final_congestion.png
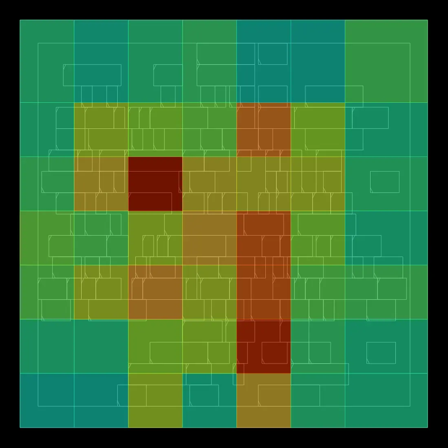
density.png
The bar under the picture is 20 um long. 10 x 10 tiles, from black (low) to pale yellow (high), 0 to 100% covered.
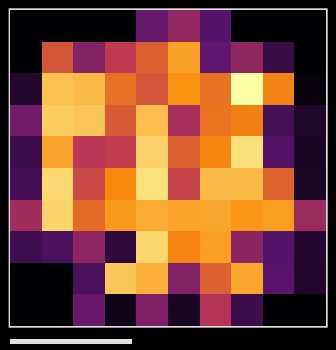
$ cat src/rtl/uart_pkg.sv
// Shared types and constants for the UART transmit drain.
package uart_pkg;

  // FSM encodings; these values are visible on diag_state.
  typedef enum logic [2:0] {
    ST_IDLE  = 3'd0,
    ST_FETCH = 3'd1,
    ST_WAIT  = 3'd2,
    ST_START = 3'd3,
    ST_DATA  = 3'd4,
    ST_STOP  = 3'd5
  } uart_state_t;

  localparam int   UART_DATA_BITS  = 8;
  localparam logic UART_IDLE_LEVEL = 1'b1;

endpackage

$ cat src/rtl/uart_tx_drain_baud_counter.sv
// Bit-period divider: counts 0..CLKS_PER_BIT-1 and flags the terminal count.
module baud_counter #(
  parameter int CLKS_PER_BIT = 4
) (
  input  logic clk,
  input  logic rst,
  input  logic clear,
  output logic tick
);

  localparam int CNT_W = (CLKS_PER_BIT > 1) ? $clog2(CLKS_PER_BIT) : 1;
  localparam logic [CNT_W-1:0] TERMINAL = CNT_W'(CLKS_PER_BIT - 1);

  logic [CNT_W-1:0] count_reg;

  // Free-running modulo counter; clear holds it at phase 0 so a new state starts a full period.
  always_ff @(posedge clk) begin
    if (rst || clear) begin
      count_reg <= '0;
    end else if (count_reg == TERMINAL) begin
      count_reg <= '0;
    end else begin
      count_reg <= count_reg + 1'b1;
    end
  end

  assign tick = (count_reg == TERMINAL);

endmodule

$ cat src/rtl/uart_tx_drain.sv
// Pops bytes from an upstream FIFO and serialises them LSB first as UART frames.
module uart_tx_drain
  import uart_pkg::*;
#(
  parameter int CLKS_PER_BIT = 4,
  parameter int STOP_BITS    = 1,
  parameter int RD_LATENCY   = 0
) (
  input  logic       clk,
  input  logic       rst,
  input  logic       empty,
  input  logic [7:0] rdata,
  output logic       read,
  output logic       tx,
  output logic       busy,
  output logic [2:0] diag_state,
  output logic [2:0] diag_bitcnt
);

  // Reject unsupported configurations at elaboration.
  if (CLKS_PER_BIT < 2) begin : g_bad_clks_per_bit
    $fatal(1, "uart_tx_drain: CLKS_PER_BIT must be >= 2");
  end
  if (STOP_BITS != 1 && STOP_BITS != 2) begin : g_bad_stop_bits
    $fatal(1, "uart_tx_drain: STOP_BITS must be 1 or 2");
  end
  if (RD_LATENCY != 0 && RD_LATENCY != 1) begin : g_bad_rd_latency
    $fatal(1, "uart_tx_drain: RD_LATENCY must be 0 or 1");
  end

  localparam logic [2:0] LAST_BIT  = 3'(UART_DATA_BITS - 1);
  localparam logic       LAST_STOP = 1'(STOP_BITS - 1);

  uart_state_t state_reg;
  logic        read_reg;
  logic        tx_reg;
  logic [7:0]  shift_reg;
  logic [2:0]  bitcnt_reg;
  logic        stop_cnt_reg;
  logic        baud_clear;
  logic        baud_tick;

  // The divider idles at phase 0 outside the timed states, so START always begins on a fresh period.
  // START->DATA, bit->bit and STOP exits all happen on the terminal count, where the divider wraps to 0 anyway.
  assign baud_clear = (state_reg == ST_IDLE) || (state_reg == ST_FETCH) || (state_reg == ST_WAIT);

  baud_counter #(
    .CLKS_PER_BIT(CLKS_PER_BIT)
  ) u_baud (
    .clk  (clk),
    .rst  (rst),
    .clear(baud_clear),
    .tick (baud_tick)
  );

  // Frame sequencer: fetch one byte, then drive start, 8 data bits and stop bits with registered outputs.
  always_ff @(posedge clk) begin
    if (rst) begin
      state_reg    <= ST_IDLE;
      read_reg     <= 1'b0;
      tx_reg       <= UART_IDLE_LEVEL;
      shift_reg    <= '0;
      bitcnt_reg   <= '0;
      stop_cnt_reg <= 1'b0;
    end else begin
      case (state_reg)
        ST_IDLE: begin
          tx_reg       <= UART_IDLE_LEVEL;
          stop_cnt_reg <= 1'b0;
          if (!empty) begin
            state_reg <= ST_FETCH;
            read_reg  <= 1'b1;
          end
        end
        ST_FETCH: begin
          read_reg <= 1'b0;
          if (RD_LATENCY == 0) begin
            shift_reg <= rdata;
            tx_reg    <= 1'b0;
            state_reg <= ST_START;
          end else begin
            state_reg <= ST_WAIT;
          end
        end
        ST_WAIT: begin
          shift_reg <= rdata;
          tx_reg    <= 1'b0;
          state_reg <= ST_START;
        end
        ST_START: begin
          if (baud_tick) begin
            state_reg  <= ST_DATA;
            bitcnt_reg <= '0;
            tx_reg     <= shift_reg[0];
          end
        end
        ST_DATA: begin
          if (baud_tick) begin
            if (bitcnt_reg == LAST_BIT) begin
              state_reg  <= ST_STOP;
              bitcnt_reg <= '0;
              tx_reg     <= UART_IDLE_LEVEL;
            end else begin
              shift_reg  <= shift_reg >> 1;
              bitcnt_reg <= bitcnt_reg + 3'd1;
              tx_reg     <= shift_reg[1];
            end
          end
        end
        ST_STOP: begin
          if (baud_tick) begin
            if (stop_cnt_reg == LAST_STOP) begin
              state_reg <= ST_IDLE;
            end else begin
              stop_cnt_reg <= stop_cnt_reg + 1'b1;
            end
          end
        end
        default: begin
          state_reg <= ST_IDLE;
          read_reg  <= 1'b0;
          tx_reg    <= UART_IDLE_LEVEL;
        end
      endcase
    end
  end

  assign read        = read_reg;
  assign tx          = tx_reg;
  assign busy        = (state_reg != ST_IDLE);
  assign diag_state  = state_reg;
  assign diag_bitcnt = bitcnt_reg;

endmodule

$ cat config.mk
export PLATFORM = sky130hd
export DESIGN_NAME = uart_tx_drain
export DESIGN_NICKNAME = d
export VERILOG_FILES = /design/src/rtl/uart_pkg.sv /design/src/rtl/uart_tx_drain_baud_counter.sv /design/src/rtl/uart_tx_drain.sv
export SDC_FILE = /design/constraint.sdc
export NUM_CORES = 1
export LEC_CHECK = 0
export CAP_MARGIN = 20
export CORE_MARGIN = 2
export CORE_UTILIZATION = 43
export CTS_BUF_LIST = sky130_fd_sc_hd__clkbuf_4 sky130_fd_sc_hd__clkbuf_8 sky130_fd_sc_hd__clkbuf_16
export CTS_CLUSTER_DIAMETER = 120
export DETAILED_ROUTE_END_ITERATION = 16
export HOLD_SLACK_MARGIN = 0.03
export PLACE_DENSITY_LB_ADDON = 0.3
export SLEW_MARGIN = 40
export SYNTH_ARGS = -nofsm -noshare
export SYNTH_HDL_FRONTEND = slang
export SYNTH_SLANG_ARGS = --single-unit
$ cat constraint.sdc
create_clock -name clk -period 2 [get_ports clk]
set_input_delay 0.3 -clock clk [delete_from_list [all_inputs] [get_ports clk]]
set_output_delay 0.3 -clock clk [all_outputs]
set_load 0.02 [all_outputs]
==> metrics.csv <==
stage;metric;value;unit
placement;post-DP HPWL;1490;um
worst_setup_path;slowest CP cell;o32ai_4;
yosys;Seq share, synth;36.5;%
worst_setup_path;Startpoint Class;register;
cells_and_area;Non-Filler Instances;162;
sta;slew at the pin closest to its max-slew limit;0.561;ns
route;Avg WL per Cell;12.2;um
cts;Late-Pin Clk Latency;0.29;ns
route;# DRC;0;
yosys;syn nets;127;
sta;final setup violation count;0;
sta;RSZ-0062 raised after global routing;false;
floorplanning;die height;51.9;um
floorplanning;die width;51.9;um
cells_and_area;fin nets;149;
cts;CTS sink count;18;
yosys;#FFs+latches synth;18;
cells_and_area;Fillers;190;
min_path;Hold Crit Depth;1;
global_route;number of global-route vias before repair;812;
cells_and_area;Area growth syn-to-layout;26.1;%
cts;CTS HTree Levels;1;
cts;CTS tree;yes;
yosys;post-synth top area cell;dfxtp_1;
global_route;GRT overflow;0;
worst_setup_path;CP Data Required Time;2.21;ns
power;switching power;217;uW
cells_and_area;antenna cells;0;
yosys;post-synthesis cell area;987;um^2
global_route;first-pass GRT wire length;3400;um
worst_setup_path;critical path class;register to register;
worst_setup_path;FF-to-FF End;shift_reg[6];
power;Reg power frac;50.6;%
cells_and_area;max reg flops;8;
run_status;status;complete, no violations;
worst_setup_path;r2r setup slk;0.17;ns
yosys;biggest area cells;dfxtp_1, nor2_1, o21ai_0, a311oi_2, nand2_1;
worst_setup_path;CP max FO;14;
sta;Final period util;91.7;%
yosys;YS chip area;987;um^2
cts;cts bufs inserted;3;
cells_and_area;Finished Cell Area;1240;um^2
cells_and_area;layout cells sized above 1;14.9;%
min_path;hold crit path type;register to register;
yosys;Mean Syn Cell Area;8.74;um^2
power;Max VDD drop;424;uV
-- final_congestion.png (at the start) --
GR Layer Usage met3: 2.87%
GRT Resource Usage Total: 16.9%
final core utilization: 56.8%

-- density.png (at the start) --
The densest ninth of the die: centre. The fullest tile reaches 100%. 27% of the tiles are over 75% full. 16% of the tiles are nearly empty.
Pre-Place Util: 45.1%
Core Area: 2190 um^2

-- placed cells by master (no fill, tap or decap), types with 2 or more instances in the layout --
cell type / instances
clkdlybuf4s50_1: 19
dfxtp_1: 17
nor2_1: 16
nand2_1: 11
o21ai_0: 10
buf_4: 9
inv_1: 4
a21oi_1: 4
a311oi_1: 4
nor3_1: 3
a311oi_2: 3
ha_1: 3
clkbuf_4: 3
nor2b_1: 2
a21o_1: 2
nand3_1: 2
nor4b_1: 2
nor4_1: 2
-- per-layer routing --
layer  vias up  global-route usage [%]  routed length [um]  share of wire [%]
met2        16                    28.5                 979                 49
met5         -                       0                   0                  0
met1       407                    20.6                 915                 46
li1        448                       -                   -                  -
met3         2                    2.87                  74                3.7
met4         0                    8.33                  12               0.61
-- worst max path at each step --
stage / cells after the start / end / start
after CTS: 3 / busy / diag_state[1]
after global placement: 5 / shift_reg[4] / diag_bitcnt[0]
final: 5 / shift_reg[6] / diag_bitcnt[0]
after floorplan: 6 / shift_reg[0] / diag_bitcnt[0]
after detailed placement: 5 / shift_reg[6] / diag_bitcnt[0]
after global routing: 3 / busy / diag_state[2]
-- logic make-up after synthesis --
kind of cell,after synthesis,synth area share [%]
buf+inv,15,8.87
compound gates,32,26.7
mux,1,1.01
flops,18,36.5
fa+ha+maj,3,3.80
simple gates,43,22.2
xor+xnor,1,0.887
-- cell usage after synthesis --
cell,count
dfxtp_1,18
nor2_1,16
nand2_1,11
o21ai_0,10
clkbuf_1,5
a21oi_1,4
a311oi_1,4
inv_1,4
a311oi_2,3
buf_6,3
ha_1,3
nor3_1,3
a21o_1,2
buf_4,2
nand3_1,2
nor2b_1,2
nor4_1,2
nor4b_1,2
a211o_1,1
a211oi_1,1
a221oi_1,1
a222oi_1,1
a31oi_1,1
a32o_1,1
and3b_1,1
buf_2,1
mux2i_1,1
nand2b_1,1
nand2b_4,1
nand4b_1,1
nor3b_2,1
o2bb2a_1,1
o32a_1,1
o32ai_4,1
xnor2_1,1
-- layout make-up --
class | count | area, um^2 | area share, %
tap | 28 | 35.0 | 2.81
timing repair buffer | 28 | 258 | 20.7
sequential | 18 | 362 | 29.0
inverter | 4 | 15.0 | 1.21
clock buffer | 4 | 36.3 | 2.91
multi-input combinational | 80 | 539 | 43.3
-- power groups by stage --
| stage | combinational, mW | sequential (mW) | clock [mW] |
|---|---|---|---|
| after floorplan | 0.113 | 0.417 | 0 |
| after global placement | 0.167 | 0.415 | 0 |
| after detailed placement | 0.171 | 0.414 | 0 |
| after CTS | 0.172 | 0.407 | 0.235 |
| after global routing | 0.188 | 0.410 | 0.251 |
| final | 0.171 | 0.407 | 0.226 |
-- repair_timing --
action,in CTS,in global routing
resized,0,1
endpoints found under the setup margin,0,1
setup buffers,0,0
-- stage by stage --
stage | hold slack, ns | power (mW)
6_report | 0.458 | 0.804
4_1_cts | 0.462 | 0.813
5_1_grt | 0.481 | 0.849
3_5_place_dp | 0.443 | 0.586
3_3_place_gp | 0.419 | 0.582
2_1_floorplan | 0.404 | 0.530
Power and IR drop assume default switching activity.
